<file path="src/rtl/code_lock_pkg.sv">
// Shared definitions for the keypad code-lock controller: state encoding,
// width helpers and the largest digit value the keypad may enter.
package code_lock_pkg;

    localparam logic [2:0] IDLE_ENC   = 3'd0;
    localparam logic [2:0] SET_ENC    = 3'd1;
    localparam logic [2:0] VERIFY_ENC = 3'd2;
    localparam logic [2:0] OPEN_ENC   = 3'd3;
    localparam logic [2:0] LOCKED_ENC = 3'd4;

    typedef enum logic [2:0] {
        IDLE   = IDLE_ENC,
        SET    = SET_ENC,
        VERIFY = VERIFY_ENC,
        OPEN   = OPEN_ENC,
        LOCKED = LOCKED_ENC
    } state_t;

    // Keys above this value are not digits and are never stored.
    localparam int MAX_DIGIT = 9;

    // Width of the full code / entry buffer.
    function automatic int code_w(input int digits, input int digit_w);
        return digits * digit_w;
    endfunction

    // Width of a counter that must be able to hold the value 'limit'.
    function automatic int cnt_w(input int limit);
        return (limit < 1) ? 1 : $clog2(limit + 1);
    endfunction

endpackage

</file>
<file path="src/rtl/lock_timer.sv">
// Loadable down-counter. 'done' is high for the single cycle in which the
// counter sits at zero while enabled, so loading N-1 yields done N cycles
// after the load edge.
module lock_timer
    import code_lock_pkg::*;
#(
    parameter int WIDTH = 8
) (
    input  logic             clk,
    input  logic             reset,
    input  logic             load,
    input  logic             enable,
    input  logic [WIDTH-1:0] load_value,
    output logic             done
);

    logic [WIDTH-1:0] count_q;
    logic [WIDTH-1:0] count_d;

    // Load has priority; otherwise count down while enabled, parking at zero.
    always_comb begin
        count_d = count_q;
        if (load) begin
            count_d = load_value;
        end else if (enable && (count_q != '0)) begin
            count_d = count_q - WIDTH'(1);
        end
    end

    // Counter register.
    always_ff @(posedge clk or posedge reset) begin
        if (reset) begin
            count_q <= '0;
        end else begin
            count_q <= count_d;
        end
    end

    assign done = enable && !load && (count_q == '0);

endmodule

</file>
<file path="src/rtl/code_lock_ctrl.sv">
// Keypad code-lock controller: digit entry, code programming, verification,
// consecutive-failure counting and a timed lockout. All outputs are registered.
// Optional feature: define CODE_LOCK_ENTRY_TIMEOUT_EN to abandon an entry
// after TIMEOUT_CYCLES cycles without activity in SET or VERIFY.
module code_lock_ctrl
    import code_lock_pkg::*;
#(
    parameter int DIGITS         = 3,
    parameter int DIGIT_W        = 4,
    parameter int MAX_FAIL       = 3,
    parameter int LOCK_CYCLES    = 1000,
    parameter logic [DIGITS*DIGIT_W-1:0] DEFAULT_CODE = '0,
    parameter int TIMEOUT_CYCLES = 5000
) (
    input  logic                                clk,
    input  logic                                reset,
    input  logic                                set_code_button,
    input  logic                                input_button,
    input  logic                                confirm_button,
    input  logic                                keyboard_en,
    input  logic [DIGIT_W-1:0]                  keyboard_num,
    output logic [code_w(DIGITS, DIGIT_W)-1:0]  password_input,
    output logic [cnt_w(DIGITS)-1:0]            input_count,
    output logic                                success_input,
    output logic                                match,
    output logic [cnt_w(MAX_FAIL)-1:0]          failure_times,
    output logic                                locked,
    output logic [2:0]                          current_work_state
);

    localparam int CODE_W = code_w(DIGITS, DIGIT_W);
    localparam int CNT_W  = cnt_w(DIGITS);
    localparam int FAIL_W = cnt_w(MAX_FAIL);
    localparam int LOCK_W = cnt_w(LOCK_CYCLES);

    localparam logic [CNT_W-1:0]  FULL_COUNT  = CNT_W'(DIGITS);
    localparam logic [FAIL_W-1:0] FAIL_LIMIT  = FAIL_W'(MAX_FAIL);
    localparam logic [LOCK_W-1:0] LOCK_RELOAD = LOCK_W'(LOCK_CYCLES - 1);

    state_t              state_q,   state_d;
    logic [CODE_W-1:0]   buf_q,     buf_d;
    logic [CNT_W-1:0]    count_q,   count_d;
    logic                success_q, success_d;
    logic                match_q,   match_d;
    logic [FAIL_W-1:0]   fail_q,    fail_d;
    logic                locked_q,  locked_d;
    logic [CODE_W-1:0]   code_q,    code_d;

    logic in_entry;
    logic digit_valid;
    logic key_accept;
    logic fail_event;
    logic lock_load;
    logic lock_done;

    assign in_entry    = (state_q == SET) || (state_q == VERIFY);
    assign digit_valid = (int'(keyboard_num) <= MAX_DIGIT);
    assign key_accept  = in_entry && keyboard_en && !set_code_button && !input_button &&
                         !confirm_button && (count_q != FULL_COUNT) && digit_valid;

`ifdef CODE_LOCK_ENTRY_TIMEOUT_EN
    localparam int ENTRY_W = cnt_w(TIMEOUT_CYCLES);
    localparam logic [ENTRY_W-1:0] ENTRY_RELOAD = ENTRY_W'(TIMEOUT_CYCLES - 1);

    logic entry_load;
    logic entry_timeout;

    // Any accepted digit or entry-starting button restarts the idle window.
    always_comb begin
        entry_load = key_accept || ((set_code_button || input_button) && (state_q != LOCKED));
    end

    lock_timer #(.WIDTH(ENTRY_W)) u_entry_timer (
        .clk        (clk),
        .reset      (reset),
        .load       (entry_load),
        .enable     (in_entry),
        .load_value (ENTRY_RELOAD),
        .done       (entry_timeout)
    );
`endif

    lock_timer #(.WIDTH(LOCK_W)) u_lock_timer (
        .clk        (clk),
        .reset      (reset),
        .load       (lock_load),
        .enable     (state_q == LOCKED),
        .load_value (LOCK_RELOAD),
        .done       (lock_done)
    );

    // Next-state and next-output logic for the whole controller.
    always_comb begin
        state_d    = state_q;
        buf_d      = buf_q;
        count_d    = count_q;
        success_d  = 1'b0;
        match_d    = match_q;
        fail_d     = fail_q;
        locked_d   = locked_q;
        code_d     = code_q;
        fail_event = 1'b0;
        lock_load  = 1'b0;

        unique case (state_q)
            IDLE, OPEN, SET, VERIFY: begin
                if (set_code_button || input_button) begin
                    state_d = set_code_button ? SET : VERIFY;
                    buf_d   = '0;
                    count_d = '0;
                    match_d = 1'b0;
                end else if (in_entry && confirm_button) begin
                    buf_d   = '0;
                    count_d = '0;
                    state_d = IDLE;
                    if (state_q == SET) begin
                        if (count_q == FULL_COUNT) begin
                            code_d    = buf_q;
                            success_d = 1'b1;
                        end
                    end else if ((count_q == FULL_COUNT) && (buf_q == code_q)) begin
                        match_d = 1'b1;
                        fail_d  = '0;
                        state_d = OPEN;
                    end else begin
                        fail_event = 1'b1;
                    end
                end else if (key_accept) begin
                    buf_d   = (buf_q << DIGIT_W) | CODE_W'(keyboard_num);
                    count_d = count_q + CNT_W'(1);
`ifdef CODE_LOCK_ENTRY_TIMEOUT_EN
                end else if (entry_timeout) begin
                    buf_d      = '0;
                    count_d    = '0;
                    state_d    = IDLE;
                    fail_event = (state_q == VERIFY);
`endif
                end
            end
            LOCKED: begin
                if (lock_done) begin
                    fail_d   = '0;
                    locked_d = 1'b0;
                    buf_d    = '0;
                    count_d  = '0;
                    state_d  = IDLE;
                end
            end
            default: begin
                state_d = IDLE;
            end
        endcase

        if (fail_event) begin
            fail_d = fail_q + FAIL_W'(1);
            if (fail_d == FAIL_LIMIT) begin
                state_d   = LOCKED;
                locked_d  = 1'b1;
                lock_load = 1'b1;
            end
        end
    end

    // State, entry buffer, stored code and indicator registers.
    always_ff @(posedge clk or posedge reset) begin
        if (reset) begin
            state_q   <= IDLE;
            buf_q     <= '0;
            count_q   <= '0;
            success_q <= 1'b0;
            match_q   <= 1'b0;
            fail_q    <= '0;
            locked_q  <= 1'b0;
            code_q    <= DEFAULT_CODE;
        end else begin
            state_q   <= state_d;
            buf_q     <= buf_d;
            count_q   <= count_d;
            success_q <= success_d;
            match_q   <= match_d;
            fail_q    <= fail_d;
            locked_q  <= locked_d;
            code_q    <= code_d;
        end
    end

    assign password_input     = buf_q;
    assign input_count        = count_q;
    assign success_input      = success_q;
    assign match              = match_q;
    assign failure_times      = fail_q;
    assign locked             = locked_q;
    assign current_work_state = state_q;

endmodule

</file>
<file path="config.mk">
export PLATFORM = sky130hd
export DESIGN_NAME = code_lock_ctrl
export DESIGN_NICKNAME = d
export VERILOG_FILES = /design/src/rtl/code_lock_pkg.sv /design/src/rtl/lock_timer.sv /design/src/rtl/code_lock_ctrl.sv
export SDC_FILE = /design/constraint.sdc
export NUM_CORES = 1
export LEC_CHECK = 0
export ABC_AREA = 1
export CORE_MARGIN = 1.5
export CORE_UTILIZATION = 54
export CTS_CLUSTER_SIZE = 25
export DETAILED_ROUTE_END_ITERATION = 16
export PLACE_DENSITY = 0.85
export SYNTH_ARGS = -nofsm -noshare
export SYNTH_HDL_FRONTEND = slang
export SYNTH_SLANG_ARGS = --single-unit
export TNS_END_PERCENT = 20
</file>
<file path="constraint.sdc">
create_clock -name clk -period 2.1 [get_ports clk]
set_clock_uncertainty 0.15 [all_clocks]
set_input_delay 0.63 -clock clk [delete_from_list [all_inputs] [get_ports clk]]
set_output_delay 0.63 -clock clk [all_outputs]
set_load 0.05 [all_outputs]
</file>
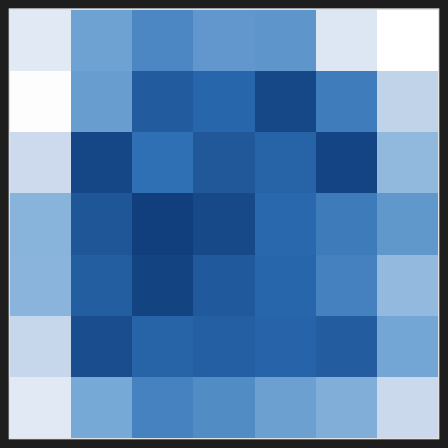
Figure 1: cell area per tile.
The die is cut into 7 by 7 equal tiles; white is low, dark blue is high, 0 to 100% covered.
densest ninth of the die	centre
nearly empty tiles	4.1%
fullest tile	94%
mean over tiles	61%

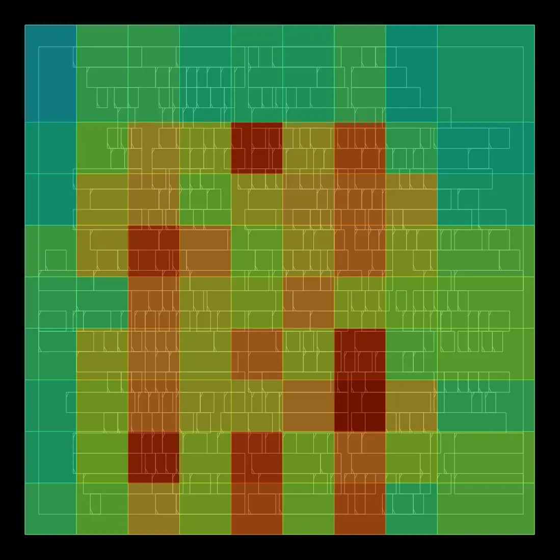
Figure 2: routing congestion.
GRT busiest layer: met2
gr usage total: 22.2%
Final Core Density: 70.9%

==> deck_impl_summary.md <==
Implementation Results

Cells and area
  • Finished Layout Cells: 390
  • Fill cell count: 294

Final timing
  • Post-layout period usage: 91.1%
  • Fmax: 523 MHz
  • Worst setup slack after layout: 0.187 ns
  • Min Hold Slack: 0.345 ns
  • Worst-Margin Slew: 0.248 ns
  • Slew headroom: 83.5%
  • Final Hold Vio Count: 0

Power
  • Switch Pwr: 0.000483 W
  • Seq pwr: 0.000897 W
  • PwrDens: 601 nW/um^2
  • Combinational power: 0.000298 W
  • Max IR drop VDD: 0.000345 V

Yosys
  • Mapped Cells: 294
  • Floorplan Nets: 307
  • Top-area cell share: 48.0%
  • FA/HA/MAJ Cells, Area Fraction: 1.63%
  • Count of library flops with an enable pin: 0
  • Ys async rst share: 100%
  • Top cells by count, synth: 76 x nand2_1, 44 x dfrtp_1, 41 x inv_1, 33 x nand3_1

Worst hold path
  • HP Start: locked$_DFF_PP0_

GRT
  • Initial antenna violation count: 0
  • Total global routing overflow: 0

Place
  • PortBufs: 31

Setup path
  • Setup crit end: password_input[11]$_DFFE_PP0P_
  • Setup crit start kind: flip-flop
  • Crit-path max cell delay: 0.38 ns
  • R2r endpoint: password_input[11]$_DFFE_PP0P_

Routing
  • ANT nets after route: 0
  • Wirelength per Cell: 12.1 um
  • TritonRoute pass-1 iters: 4

Run status
  • Status: completed

Floorplanning
  • Fp util: 56.6%
  • Die ar.: 4650 sq um

CTS
  • Clock Latency Late Sink: 0.29 ns
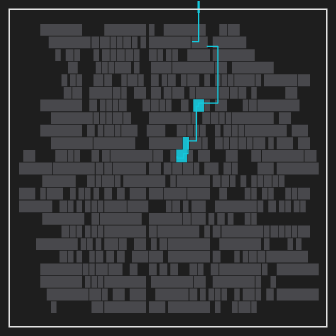
Figure 3: I/O nets highlighted.
port	colour	bits	direction	end cells	buffers	wire
confirm_button	cyan	1	input	3	1	43.9 um

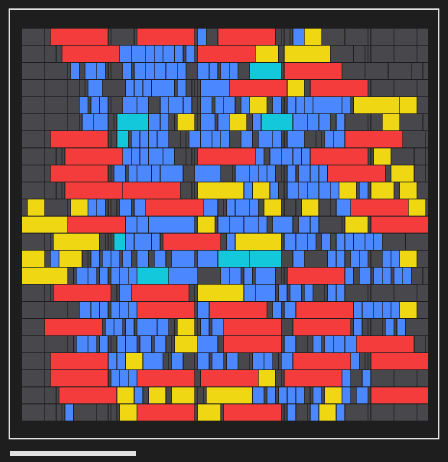
Figure 4: placed cells, one colour a class.
Bar = 20 um. Fill, decap, tap and diode cells in grey.
class	colour	cells	share of their area
remaining buffers and delay cells	yellow	45	17%
registers	red	44	39%
remaining logic cells	blue	243	41%
clock drivers and dummy loads	cyan	8	3.3%
cell area after layout: 2880 sq um
core area: 4060 sq um
site row count: 23
Seq/total area: 38.3%

## cell type report
type                    instances  area share [%]
clock buffers                   6            2.87
well taps                      50            2.17
inverters                      44            5.78
flip-flops and latches         44            38.3
multi-input cells             199            34.1
clock inverters                 2           0.348
repair buffers                 45            16.4
## per-layer routing
layer	track usage (%)	vias up	wire length [um]
met1	29.0	899	2220
met5	0	-	0
li1	-	1025	-
met4	9.00	0	78
met3	5.59	9	193
met2	35.2	42	2220
## tightest hold or removal path, stage by stage, from the launching register on
cell	delay (ns)
dfrtp_1	0.36
nand2_1	0.06
nand2_1	0.05
## timing repair
action,in CTS,in global routing
gates resized,0,1
endpoints found under the setup margin,0,5
buffers inserted,0,0
Power figures rest on the tool's default switching activity, not on a simulated workload.
